==> config.mk <==
export PLATFORM = sky130hd
export DESIGN_NAME = pulse_regen
export DESIGN_NICKNAME = d
export VERILOG_FILES = /design/src/rtl/pulse_regen.sv
export SDC_FILE = /design/constraint.sdc
export NUM_CORES = 1
export LEC_CHECK = 0
export CAP_MARGIN = 25
export CORE_MARGIN = 3
export CORE_UTILIZATION = 35
export CTS_CLUSTER_SIZE = 30
export DETAILED_ROUTE_END_ITERATION = 8
export GPL_TIMING_DRIVEN = 0
export SETUP_SLACK_MARGIN = 0.3
export SLEW_MARGIN = 10
export SYNTH_ARGS = -nofsm -noshare
export SYNTH_HDL_FRONTEND = slang
export SYNTH_SLANG_ARGS = --single-unit
==> constraint.sdc <==
create_clock -name clk -period 2.3 [get_ports clk]
set_input_delay 0.69 -clock clk [delete_from_list [all_inputs] [get_ports clk]]
set_output_delay 0.69 -clock clk [all_outputs]
set_load 0.05 [all_outputs]
registers.png
Drawn at 10 px/um. Other sequential cells in the stronger grey, the rest of the logic in the fainter grey.
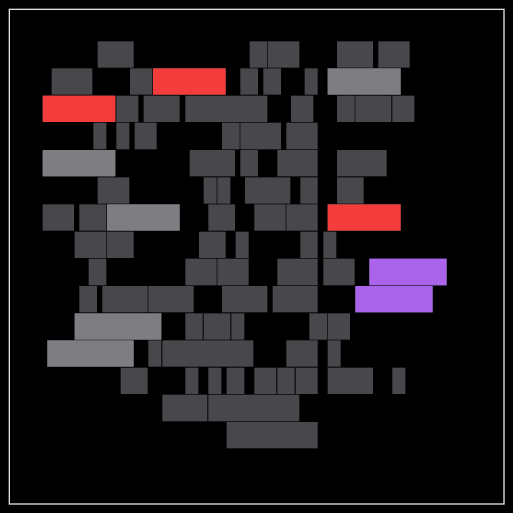
- red: pending (flops 3)
- purple: cnt (flops 2)
- not coloured: 5
seq pwr: 0.271 mW
Flop area: 210 sq um

final_congestion.png
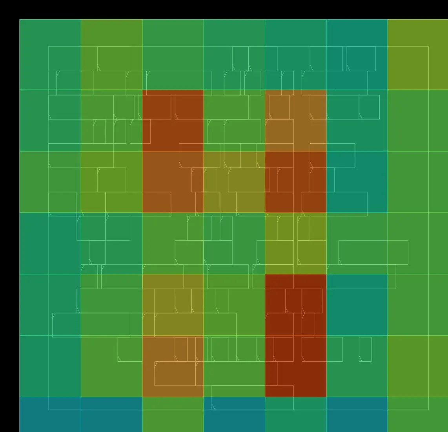
met1 GRT Util: 0.142
all-layer global routing usage: 0.114
drt wl/cell: 11.8 um

pins.png
Drawn at 8 px/um. Pins as bars across the die edge, other pins in grey.
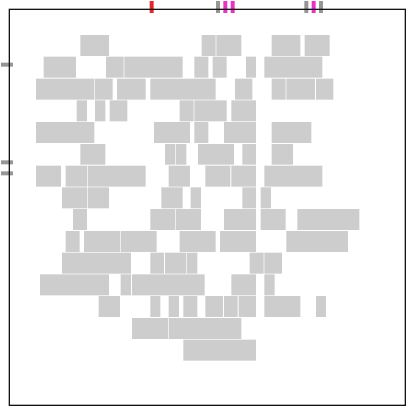
- red: rst (pins 1; direction input; edge north)
- magenta: pending (pins 3; direction output; edge north)
- all pins by edge: 7 north, 3 west
port bufs: 9
Die X: 49.3 um
Die Ht: 49.3 um

==> Slide: Implementation Results <==
Key Metrics from the Run

Worst setup path
  • Crit path DRT: about 1.6 ns
  • Kind of critical path: reg2out
  • Delay-heaviest family, CP: buffers and inverters
  • Crit Path Max Fanout: 7
  • Flop-to-flop setup slack: about 0.36 ns

CTS
  • Root Driver: clkbuf_4
  • Setup Buffers After CTS: 0
  • Clock slew seen by the registers of the worst setup and hold paths: 0.06 ns

Job
  • Max-cap viol count: 0

Cells and area
  • Antenna Cells: 0
  • Most frequent cells in the layout: a21oi_1, dfxtp_1, inv_1, nand2b_1, ha_1
  • Invs w/o clock: 7
  • Flops: 10
  • Non-clock buffer share of cell area: 0.0941
  • Clk_buf instances: 4
  • Logic share of the area: 0.554
  • Finished layout cell area: 865 sq um
  • Finished Layout Cells: 110
  • Layout clock area frac: 0.0420

Power and ir drop
  • Clock share of power: 0.190
  • Sw frac: 0.423
  • Sequential fraction of design power: 0.329
  • Comb pwr share: 0.481

Drt
  • 1st-pass router iterations: 4

Placement
  • Placed instance count: between 100 and 150
  • RD Place Congestion: ~0.76

Logic synthesis
  • Average size of a mapped cell: just over 9 sq um
  • Ys async rst share: 0
  • Commonest flop: dfxtp_1
  • Mapped cell area: around 660 sq um
  • Chip area in the Yosys report: roughly 660 sq um
  • EDFF count, synth: 0
  • Yosys cell types: 31

Global route
  • M2 GR Usage: 0.181
  • First-pass GRT wire length: around 2.1 mm
  • GR met3 Demand/Resource: 0.0459
  • Initial antenna violation count: 0
  • Largest net degree at the start of global routing: 11

STA
  • Fmax: 507 MHz
  • Final Max Slew Viols: 0
  • Setup violators final: 0

Worst hold path
  • HP Class: reg2reg

Run status
  • Status: finished, final reports clean

Floorplan
  • Chip footprint: around 2400 sq um
metrics by stage:
| stage | setup TNS (ns) | total power [mW] |
|---|---|---|
| after global placement | -0.304 | 0.638 |
| after floorplan | 0 | 0.541 |
| after CTS | 0 | 0.810 |
| final | 0 | 0.823 |
| after global routing | 0 | 0.883 |
| after detailed placement | -0.343 | 0.647 |
cells in the mapped netlist (2+ instances only):
master	n	share of area
a311oi_1	2	0.027
inv_1	7	0.040
ha_1	8	0.15
nand2_1	2	0.011
a211oi_2	2	0.038
nand3_1	2	0.015
dfxtp_1	10	0.30
nor3_1	3	0.023
nor2_1	4	0.023
nor2b_1	2	0.019
a21oi_1	6	0.046
nand2b_1	5	0.048
cell families (layout without fill, tap and decap cells):
family / Yosys count / count (layout) / synth area share
AND-OR/OR-AND: 18 / 18 / 0.206
adder cells (fa/ha/maj): 9 / 9 / 0.183
XOR/XNOR: 1 / 1 / 0.0133
multiplexers: 2 / 2 / 0.0324
AND/OR/NAND/NOR: 24 / 24 / 0.215
flip-flops: 10 / 10 / 0.305
buffers and inverters: 8 / 21 / 0.0457
layer usage:
layer	routed length (um)	vias up
met3	53	2
li1	-	283
met2	589	7
met1	637	238
met5	0	-
met4	13	0
timing repair:
item                                    CTS  global route
endpoints found under the setup margin    8             3
hold buffers                              0             0
resized                                  16            13
power by group through the flow:
| stage | Sequential (mW) | Clock, mW | Combinational [mW] |
|---|---|---|---|
| final | 0.271 | 0.156 | 0.396 |
| after global routing | 0.280 | 0.173 | 0.430 |
| after CTS | 0.267 | 0.162 | 0.381 |
| after detailed placement | 0.269 | 0 | 0.377 |
| after global placement | 0.268 | 0 | 0.370 |
| after floorplan | 0.347 | 0 | 0.194 |
Power is estimated from default activity; no workload was simulated.
